==> images/zoom.png <==
Bar = 10 um. Window x 64 to 94, y 64 to 94 um. Cells in grey, sequential cells in the stronger grey; small squares are vias.
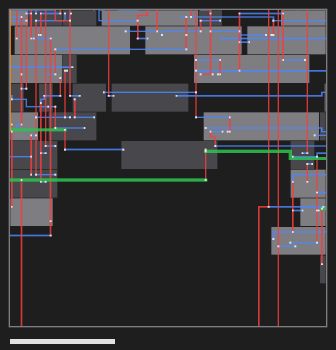
==> images/final_clocks.png <==
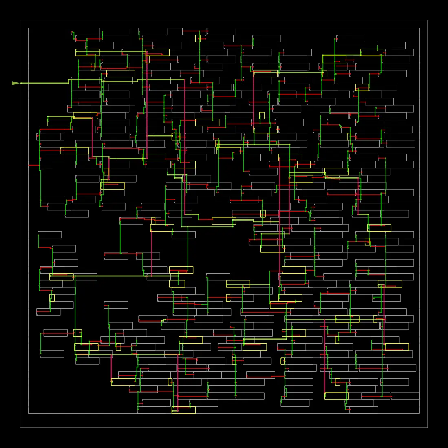
==> images/metal_stack.png <==
Only two layers are drawn.
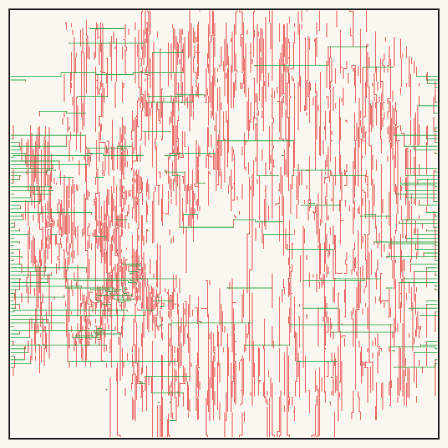
[src/rtl/fetch_unit_pkg.sv]
// Shared definitions for the instruction fetch slice: bus widths, FSM encoding
// and the PC legality rule used by both redirect handling and sequential fetch.
package fetch_unit_pkg;

  localparam int API_ADDR_WIDTH = 32;
  localparam int API_DATA_WIDTH = 32;

  typedef enum logic [1:0] {
    ST_IDLE  = 2'd0,
    ST_RUN   = 2'd1,
    ST_FAULT = 2'd2
  } fetch_state_e;

  // A PC is fetchable when word aligned and the whole word lies inside the ROM.
  function automatic logic pc_is_legal(input logic [API_ADDR_WIDTH-1:0] pc,
                                       input int unsigned             rom_bytes);
    return (pc[1:0] == 2'b00) && (pc <= API_ADDR_WIDTH'(rom_bytes - 4));
  endfunction

endpackage

[src/rtl/fetch_fifo.sv]
// Instruction buffer: circular FIFO with push, pop and flush, pointers wrapping
// modulo DEPTH so non-power-of-two depths work.
module fetch_fifo
  import fetch_unit_pkg::*;
#(
  parameter  int DEPTH = 4,
  parameter  int WIDTH = 64,
  localparam int PTR_W = $clog2(DEPTH),
  localparam int CNT_W = $clog2(DEPTH + 1)
) (
  input  logic             clk,
  input  logic             reset_n,
  input  logic             push_i,
  input  logic [WIDTH-1:0] push_data_i,
  input  logic             pop_i,
  input  logic             flush_i,
  output logic [CNT_W-1:0] count_o,
  output logic [WIDTH-1:0] head_o
);

  logic [WIDTH-1:0] mem_q [DEPTH];
  logic [PTR_W-1:0] wr_ptr_q, rd_ptr_q;
  logic [CNT_W-1:0] count_q;
  logic             do_push, do_pop;

  function automatic logic [PTR_W-1:0] ptr_inc(input logic [PTR_W-1:0] p);
    return (p == PTR_W'(DEPTH - 1)) ? '0 : p + PTR_W'(1);
  endfunction

  assign do_pop  = pop_i && (count_q != '0) && !flush_i;
  assign do_push = push_i && !flush_i && ((count_q != CNT_W'(DEPTH)) || do_pop);

  // NOTE: sequential state uses non-blocking assignments so every register
  // samples pre-edge values, independent of statement order.
  always_ff @(posedge clk or negedge reset_n) begin
    if (!reset_n) begin
      wr_ptr_q <= '0;
      rd_ptr_q <= '0;
      count_q  <= '0;
    end else if (flush_i) begin
      wr_ptr_q <= '0;
      rd_ptr_q <= '0;
      count_q  <= '0;
    end else begin
      if (do_push) wr_ptr_q <= ptr_inc(wr_ptr_q);
      if (do_pop)  rd_ptr_q <= ptr_inc(rd_ptr_q);
      case ({do_push, do_pop})
        2'b10:   count_q <= count_q + CNT_W'(1);
        2'b01:   count_q <= count_q - CNT_W'(1);
        default: count_q <= count_q;
      endcase
    end
  end

  // NOTE: storage has no reset; count_q gates every read, so stale contents
  // are never observable and the array can map onto plain RAM cells.
  always_ff @(posedge clk) begin
    if (do_push) mem_q[wr_ptr_q] <= push_data_i;
  end

  assign count_o = count_q;
  assign head_o  = mem_q[rd_ptr_q];

endmodule

[src/rtl/fetch_unit.sv]
// Instruction fetch front end: issues sequential ROM reads, buffers responses
// with their PCs, and handles redirects and out-of-range/misaligned faults.
module fetch_unit
  import fetch_unit_pkg::*;
#(
  parameter logic [API_ADDR_WIDTH-1:0] RESET_PC   = 32'h0000_0000,
  parameter int unsigned               ROM_BYTES  = 8192,
  parameter int                        FIFO_DEPTH = 4
) (
  input  logic                      clk,
  input  logic                      reset_n,
  output logic                      rom_en_o,
  output logic [API_ADDR_WIDTH-1:0] rom_addr_o,
  input  logic [API_DATA_WIDTH-1:0] rom_data_i,
  input  logic                      redirect_i,
  input  logic [API_ADDR_WIDTH-1:0] redirect_pc_i,
  output logic                      instr_valid_o,
  input  logic                      instr_ready_i,
  output logic [API_DATA_WIDTH-1:0] instr_o,
  output logic [API_ADDR_WIDTH-1:0] instr_pc_o,
  output logic                      fault_o
);

  localparam int CNT_W   = $clog2(FIFO_DEPTH + 1);
  localparam int ENTRY_W = API_DATA_WIDTH + API_ADDR_WIDTH;

  fetch_state_e              state_q, state_d;
  logic [API_ADDR_WIDTH-1:0] pc_q, pc_d;
  logic [API_ADDR_WIDTH-1:0] inflight_pc_q;
  logic                      inflight_q, inflight_d;
  logic [CNT_W-1:0]          fifo_count;
  logic [ENTRY_W-1:0]        fifo_head;
  logic                      pc_legal, has_room, fifo_pop;

  assign pc_legal = pc_is_legal(pc_q, ROM_BYTES);
  // Counting the in-flight response reserves its slot, so the FIFO cannot overflow.
  assign has_room = (int'(fifo_count) + int'(inflight_q)) < FIFO_DEPTH;

  // NOTE: every signal driven here gets a default first, so no path through
  // the block leaves a value unassigned and no latch is inferred.
  always_comb begin
    state_d    = state_q;
    pc_d       = pc_q;
    inflight_d = 1'b0;
    rom_en_o   = (state_q == ST_RUN) && pc_legal && has_room && !redirect_i;
    fault_o    = (state_q == ST_FAULT);

    unique case (state_q)
      ST_IDLE:  state_d = ST_RUN;
      ST_RUN:   if (!pc_legal && (fifo_count == '0) && !inflight_q) state_d = ST_FAULT;
      ST_FAULT: state_d = ST_FAULT;
      default:  state_d = ST_IDLE;
    endcase

    if (rom_en_o) begin
      pc_d       = pc_q + API_ADDR_WIDTH'(4);
      inflight_d = 1'b1;
    end

    if (redirect_i) begin
      pc_d       = redirect_pc_i;
      inflight_d = 1'b0;
      state_d    = pc_is_legal(redirect_pc_i, ROM_BYTES) ? ST_RUN : ST_FAULT;
    end
  end

  always_ff @(posedge clk or negedge reset_n) begin
    if (!reset_n) begin
      state_q       <= ST_IDLE;
      pc_q          <= RESET_PC;
      inflight_q    <= 1'b0;
      inflight_pc_q <= RESET_PC;
    end else begin
      state_q    <= state_d;
      pc_q       <= pc_d;
      inflight_q <= inflight_d;
      if (rom_en_o) inflight_pc_q <= pc_q;
    end
  end

  assign rom_addr_o = pc_q;
  assign fifo_pop   = instr_valid_o && instr_ready_i;

  fetch_fifo #(
    .DEPTH (FIFO_DEPTH),
    .WIDTH (ENTRY_W)
  ) u_fifo (
    .clk         (clk),
    .reset_n     (reset_n),
    .push_i      (inflight_q),
    .push_data_i ({inflight_pc_q, rom_data_i}),
    .pop_i       (fifo_pop),
    .flush_i     (redirect_i),
    .count_o     (fifo_count),
    .head_o      (fifo_head)
  );

  assign instr_valid_o              = (fifo_count != '0);
  assign {instr_pc_o, instr_o}      = fifo_head;

endmodule

[config.mk]
export PLATFORM = sky130hd
export DESIGN_NAME = fetch_unit
export DESIGN_NICKNAME = d
export VERILOG_FILES = /design/src/rtl/fetch_unit_pkg.sv /design/src/rtl/fetch_fifo.sv /design/src/rtl/fetch_unit.sv
export SDC_FILE = /design/constraint.sdc
export NUM_CORES = 1
export LEC_CHECK = 0
export CAP_MARGIN = 5
export CORE_MARGIN = 3
export CORE_UTILIZATION = 55
export DETAILED_ROUTE_END_ITERATION = 8
export PLACE_DENSITY = 0.84
export SYNTH_ARGS = -nofsm -noshare
export SYNTH_HDL_FRONTEND = slang
export SYNTH_HIERARCHICAL = 1
export SYNTH_SLANG_ARGS = --single-unit
[constraint.sdc]
create_clock -name clk -period 4.04 [get_ports clk]
set_input_delay 0.808 -clock clk [delete_from_list [all_inputs] [get_ports clk]]
set_output_delay 0.808 -clock clk [all_outputs]
set_load 0.1 [all_outputs]
==> results.json <==
{
  "htree_num_levels": 2,
  "finalWorstPathRequiredPeriod_ns": 3.73,
  "largest_class": "registers",
  "critPathLaunchType": "register",
  "pg_comb_mw": 0.582,
  "postSynthCellCount": 633,
  "numSequentialCells": 330,
  "post_synth_main_area_contributors": "sky130_fd_sc_hd__edfxtp_1, sky130_fd_sc_hd__dfrtp_1, sky130_fd_sc_hd__mux4_2",
  "synth-cells-yosys": 633,
  "logic_family": "multiplexers",
  "final-max-slew-violation-count": 0,
  "inverters": 10,
  "timing.rr.end": "inflight_pc_q[9]$_DFFE_PN0P_",
  "r2r.worst_path.cells": 6,
  "cts_tree": "built",
  "synthMostInstantiatedCell": "sky130_fd_sc_hd__edfxtp_1",
  "post_place_instance_area_um2": 14600,
  "post_synth_instance_area_um2": 12700,
  "place_ws_ns": 0.747,
  "setup_viol": 0,
  "post_route_cells_drive_above_1_share": 0.267,
  "area_of_the_core_um2": 22700,
  "synth.lib_cells_used.distinct": 54,
  "fin_skew_ns": 0.0115,
  "routed-wl-met2_um": 12600,
  "clock_buffer_count": 44,
  "crit_path_end_kind": "output pin",
  "setup_total_negative_slack_ns": 0,
  "vdd_ir_drop_max_mv": 0.338,
  "clockRootBuffer": "sky130_fd_sc_hd__clkbuf_16",
  "drt_iter0_drc": 604,
  "grt_usage": 0.207,
  "post_synth_fa_ha_maj_area_fraction": 0.00944,
  "layout.area.seq_um2": 9540,
  "grt_pass1_vias": 7159,
  "met3WireLength_um": 2090,
  "m1WireLength_um": 10300,
  "routabilityCongestion": 0.842,
  "critPathCapture": "instr_o[9]",
  "synth.cellmix.compoundShare": 0.0224,
  "stage_log_warnings": 31,
  "finish.net_count": 897,
  "num-nonclk-buffers": 175,
  "mostFrequentLayoutCells": "sky130_fd_sc_hd__edfxtp_1, sky130_fd_sc_hd__clkdlybuf4s50_1, sky130_fd_sc_hd__dfrtp_1",
  "yosys_stat_area_um2": 12700,
  "top_layer_in_use": "met4",
  "min_period_over_period": 0.922,
  "seqAreaFraction": 0.607,
  "yosys.area.top_type": "sky130_fd_sc_hd__edfxtp_1",
  "final-hold-violation-count": 0,
  "placement.io_buffers": 166,
  "regToRegSetupSlack_ns": 1.16,
  "layout.cells.most_common": "sky130_fd_sc_hd__edfxtp_1",
  "pg_seq_mw": 3.73,
  "postLayoutSetupSlackWorst_ns": 0.313,
  "die_w_um": 158,
  "vias": 6775,
  "reg2reg_from": "state_q[1]$_DFFE_PN0P_",
  "route.detailed.drc": 0,
  "postLayoutCoreUtil": 0.693,
  "fp_util": 0.560,
  "critical_path_cell_with_the_highest_stage_delay": "sky130_fd_sc_hd__buf_4",
  "max_slew.worst_pin.slew_ns": 1.03,
  "die_h_um": 158,
  "worst_hold_slack_ns": 0.478,
  "final_cell_area_um2": 15700,
  "globalRoute.totalOverflow": 0,
  "row_count": 55,
  "met2_usage": 0.342,
  "dp.final_hpwl_um": 16100,
  "worst_slew_margin_rel": 0.309,
  "synth_flops": 330,
  "clk_share": 0.0705,
  "pwr-share-seq": 0.509,
  "critical_path.cell_chain": "buf_4 -> mux4_2 -> buf_4",
  "global_route.peak_usage_layer": "met2",
  "synthTopCellsByCount": "sky130_fd_sc_hd__edfxtp_1, sky130_fd_sc_hd__dfrtp_1, sky130_fd_sc_hd__mux4_2",
  "avgSynthCellArea_um2": 20.1,
  "timing.setup.critical_path_class": "reg2out",
  "grt_first_pass_wirelength_um": 39900,
  "ys_seq_frac": 0.749,
  "insertedDiodeCount": 0,
  "sh_comb_area": 0.193,
  "peak_per_stage_delay_on_the_critical_path_ns": 0.78,
  "postCtsResizedCells": 0,
  "async_sr_flop_fraction": 0.224,
  "p_per_area_nw_per_um2": 466,
  "cp_data_arrival_time_ns": 2.92,
  "pwr-share-clk": 0.412,
  "hp-class": "in2async",
  "worst_setup_hold_path_clk_slew_ns": 0.06,
  "clk_path_buf_depth": 3,
  "well_tap_count": 285,
  "met3_track_usage_gr": 0.0517,
  "combPwrFrac": 0.079,
  "largest_register_ffs": 256,
  "numPlacedInstances": 1068,
  "crit_path_start": "u_fifo/rd_ptr_q[0]$_DFFE_PN0P_",
  "max_clock_freq_mhz": 268,
  "antenna_left": 0,
  "post_drt_wl_per_cell_um": 22.5,
  "final-instance-count-excl-fill": 1131,
  "power.static_leakage_nw": 5.54,
  "globalRouteMet1Util": 0.280,
  "cts_hold_buffers": 0,
  "drt_wl_total_um": 25400,
  "status": "finished, final reports clean",
  "power_switching_mw": 1.67,
  "cp.required_ns": 3.23,
  "dr.pass1.iters": 6,
  "layout.comb_gates.multi_input": 268,
  "cts_buffers": 35,
  "synth-warning-count": 6,
  "post_cts_setup_buffers": 0,
  "boundaryPins": 167,
  "logic_area_um2": 3040,
  "internal-power_mw": 5.66,
  "mappedNetlistNets": 710,
  "area_growth_pct": 23.6,
  "worst-path-stages": 3,
  "drt-vias-per-instance": 5.99,
  "grt_start_max_net_pins": 75,
  "critPathMostFrequentCell": "sky130_fd_sc_hd__buf_4",
  "crit_path_max_fanout": 48,
  "clock_power_mw": 3.02,
  "xor_area_frac": 0.00138,
  "grt_setup_unrepaired": "false",
  "largest-register": "u_fifo/mem_q",
  "netlist.area_leader.share": 0.604,
  "muxShareOfSynthArea": 0.146,
  "power_switching_share": 0.228,
  "power_mw": 7.33,
  "yosys_most_used_dff": "sky130_fd_sc_hd__edfxtp_1",
  "antenna_found_initial": 0,
  "chipArea_um2": 25000,
  "cp_top_family": "buffers and inverters",
  "timing.critical_path.buf_inv": 2,
  "max_cap_viol_count": 0
}
## Picture notes: zoom.png
orange -> met4
blue -> met1
green -> met3
red -> met2
netlist names of flops here include = `u_fifo/mem_q` (4), `inflight_pc_q` (2)
most frequent = edfxtp_1 (4)
cells with their middle in the window = 19
sequential cells in the window = 7

## Picture notes: final_clocks.png
clock latency on the worst-skew pair: 0.51 ns
Clock Sink Count: 330

## Picture notes: metal_stack.png
red -> met2  # wire length 12600 um
green -> met3  # wire length 2090 um

Power is estimated from default activity; no workload was simulated.
